### config.mk
export PLATFORM = sky130hd
export DESIGN_NAME = alu_out_stage
export DESIGN_NICKNAME = d
export VERILOG_FILES = /design/src/rtl/alu_out_stage.sv
export SDC_FILE = /design/constraint.sdc
export NUM_CORES = 1
export LEC_CHECK = 0
export ABC_AREA = 0
export CORE_MARGIN = 5
export CORE_UTILIZATION = 40
export CTS_CLUSTER_DIAMETER = 200
export DETAILED_ROUTE_END_ITERATION = 7
export GPL_TIMING_DRIVEN = 0
export HOLD_SLACK_MARGIN = 0.05
export SLEW_MARGIN = 10
export SYNTH_ARGS = -nofsm -noshare
export SYNTH_HDL_FRONTEND = slang
export SYNTH_SLANG_ARGS = --single-unit
### constraint.sdc
create_clock -name clk -period 2.8 [get_ports clk]
set_input_delay 0.56 -clock clk [delete_from_list [all_inputs] [get_ports clk]]
set_output_delay 0.56 -clock clk [all_outputs]
set_load 0.05 [all_outputs]
### src/rtl/alu_out_stage.sv
// ALU output stage: latches ALU/shifter results and runs a
// 32-iteration shift-add unsigned multiply into HI/LO.
module alu_out_stage #(
  parameter logic [5:0] ADD   = 6'b100000,
  parameter logic [5:0] SUB   = 6'b100010,
  parameter logic [5:0] AND   = 6'b100100,
  parameter logic [5:0] OR    = 6'b100101,
  parameter logic [5:0] SLT   = 6'b101010,
  parameter logic [5:0] SRL   = 6'b000010,
  parameter logic [5:0] MULTU = 6'b011001,
  parameter logic [5:0] MFHI  = 6'b010000,
  parameter logic [5:0] MFLO  = 6'b010010
) (
  input  logic        clk,
  input  logic        reset,
  input  logic        valid,
  input  logic [5:0]  signal,
  input  logic [31:0] dataA,
  input  logic [31:0] dataB,
  input  logic [31:0] aluOut,
  input  logic [31:0] shiftOut,
  output logic [31:0] dataOut,
  output logic        busy,
  output logic        done
);

  typedef enum logic {
    IDLE = 1'b0,
    MUL  = 1'b1
  } state_e;

  state_e      state_q;
  logic [31:0] dout_q;
  logic [31:0] hi_q;
  logic [31:0] lo_q;
  logic [63:0] mcand_q;
  logic [31:0] mplier_q;
  logic [63:0] prod_q;
  logic [63:0] prod_d;
  logic [4:0]  cnt_q;
  logic        done_q;
  logic [31:0] res_d;
  logic        is_alu;

  assign is_alu = (signal == ADD) ||
                  (signal == SUB) ||
                  (signal == AND) ||
                  (signal == OR)  ||
                  (signal == SLT);

  always_comb begin
    res_d = 32'h0;
    unique case (1'b1)
      is_alu:           res_d = aluOut;
      (signal == SRL):  res_d = shiftOut;
      (signal == MFHI): res_d = hi_q;
      (signal == MFLO): res_d = lo_q;
      default:          res_d = 32'h0;
    endcase
  end

  assign prod_d = mplier_q[0] ? (prod_q + mcand_q)
                              : prod_q;

  // cnt_q wraps to 0 on the 32nd iteration
  always_ff @(posedge clk or negedge reset) begin
    if (!reset) begin
      state_q  <= IDLE;
      dout_q   <= 32'h0;
      hi_q     <= 32'h0;
      lo_q     <= 32'h0;
      mcand_q  <= 64'h0;
      mplier_q <= 32'h0;
      prod_q   <= 64'h0;
      cnt_q    <= 5'd0;
      done_q   <= 1'b0;
    end else begin
      unique case (state_q)
        IDLE: begin
          done_q <= 1'b0;
          if (valid) begin
            if (signal == MULTU) begin
              mcand_q  <= {32'h0, dataA};
              mplier_q <= dataB;
              prod_q   <= 64'h0;
              cnt_q    <= 5'd0;
              state_q  <= MUL;
            end else begin
              dout_q <= res_d;
            end
          end
        end
        MUL: begin
          prod_q   <= prod_d;
          mcand_q  <= {mcand_q[62:0], 1'b0};
          mplier_q <= {1'b0, mplier_q[31:1]};
          cnt_q    <= cnt_q + 5'd1;
          if (cnt_q == 5'd31) begin
            hi_q    <= prod_d[63:32];
            lo_q    <= prod_d[31:0];
            state_q <= IDLE;
            done_q  <= 1'b1;
          end
        end
        default: state_q <= IDLE;
      endcase
    end
  end

  assign dataOut = dout_q;
  assign busy    = (state_q == MUL);
  assign done    = done_q;

endmodule
==> images/m4.png <==
Drawn at 2 px/um. Supply wires on this layer in grey.
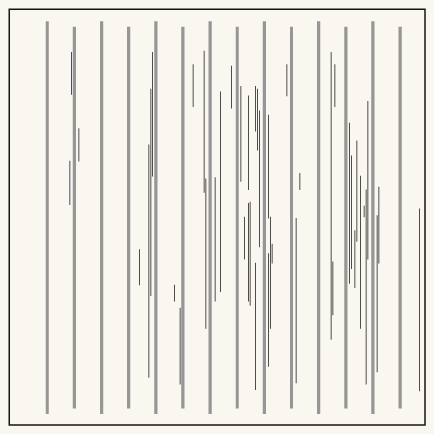
nets with wire on the layer: 32
main direction: vertical
longest straight run: 144 um
wire length on this layer: 2310 um
DR vias: 14640
Routed WL: 57.78 mm

==> images/closeup.png <==
Window x 89 to 119, y 47 to 77 um. Cells in grey, sequential cells in the stronger grey; small squares are vias.
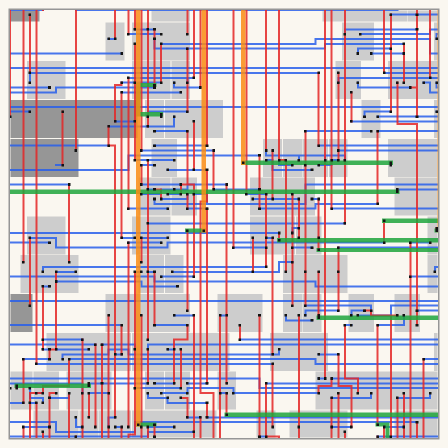
legend:
  M4:
    colour: orange
  M2:
    colour: red
  M3:
    colour: green
  M1:
    colour: blue
sequential cells in the window: 2
netlist names of flops here include: mcand_q (2)
most frequent: nand2_1 (8), nand3_1 (4)
cells with their middle in the window: 53

==> images/congestion_map.png <==
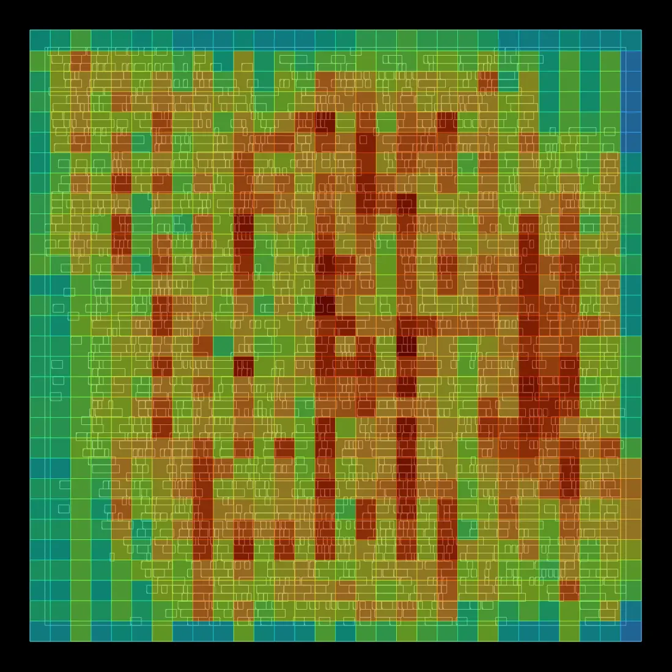
GRT met1 Usage: 0.3637
M2 GR Usage: 0.4171
GR Layer Usage met3: 0.03585
post-layout util: 0.5380
gr busiest metal: met2

==> images/gates.png <==
Drawn at 3 px/um.
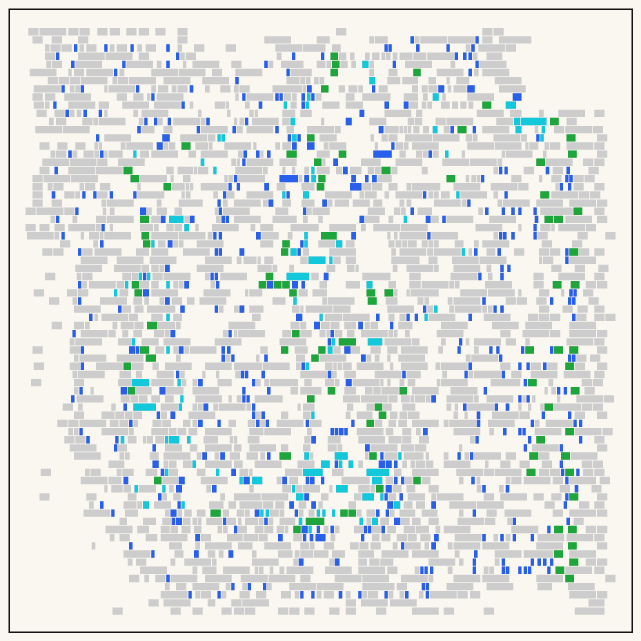
legend:
  nand cells:
    colour: blue
    cells: 421
    where: all over the die
  nor cells:
    colour: cyan
    cells: 98
  non-inverting ao/oa cells:
    colour: green
    cells: 93
    where: all over the die
multi-input combinational area share: 0.4625
non-filler cells, final: 2551
most frequent logic cell in the layout: nand2_1

==> flow_summary.json <==
{
  "status": "finished with violations",
  "failed_checks": "negative setup slack",
  "cts_buffers": 30,
  "ys_cells": 1747,
  "min_period_ns": 3.174,
  "cp.required_ns": 3.25,
  "tightest_slew_ns": 0.9965,
  "start_kind": "register",
  "ant_nets": 0,
  "register_area_mm2": 0.006591,
  "crit_top_cell": "o21a_1",
  "p_seq_w": 0.00644,
  "placed_cell_area_mm2": 0.01800,
  "ys.warnings.count": 0,
  "dp_hpwl_mm": 44.30,
  "cp.arrival_ns": 3.63,
  "holdBufCountCts": 1,
  "dpl.cell_count": 2438,
  "intPower_w": 0.01131,
  "cp_top_family": "AND-OR/OR-AND gates",
  "ys_sh_aoi": 0.2212,
  "finalCritPeriodShare": 1.134,
  "largest_class": "multi-input combinational cells",
  "clock_net_power_w": 0.00409,
  "cts.htree.levels": 1,
  "clkCellAreaFrac": 0.04970,
  "nClkBuffers": 44,
  "setup_violations": 59,
  "clkTransAtPathRegs_ns": 0.06,
  "synth_cell_types": 73,
  "num_antenna_cells": 1,
  "critPathKind": "register to register",
  "clock_skew_ns": 0.01063,
  "grt_pass1_wl_mm": 88.63,
  "whs_endpoint": "lo_q[25]$_DFFE_PN0P_",
  "startpoint": "prod_q[0]$_DFFE_PN0P_",
  "ios": 171,
  "grt_max_degree": 81,
  "top_cells_by_area": "dfrtp_1 42%, nand2_1 8.0%, o21ai_0 7.4%",
  "cp_slowest_cell": "dfrtp_1",
  "seq_power_share": 0.330,
  "hold_viol": 0,
  "cp_num_buf_inv": 2,
  "finalWorstSetupSlack_ns": -0.3741,
  "drt_pass1_iterations": 8,
  "synthArstFlopShare": 1.000,
  "yosysTopAreaCell": "dfrtp_1",
  "timing.rr.start": "prod_q[0]$_DFFE_PN0P_",
  "ff_count": 263,
  "ys_chip_area_mm2": 0.01555,
  "met2_length_mm": 26.14,
  "p_comb_frac": 0.461,
  "tool_warnings": 28,
  "yosysTopAreaCellShare": 0.4232,
  "nets": 2212,
  "route.met3.wl_mm": 3.749
}
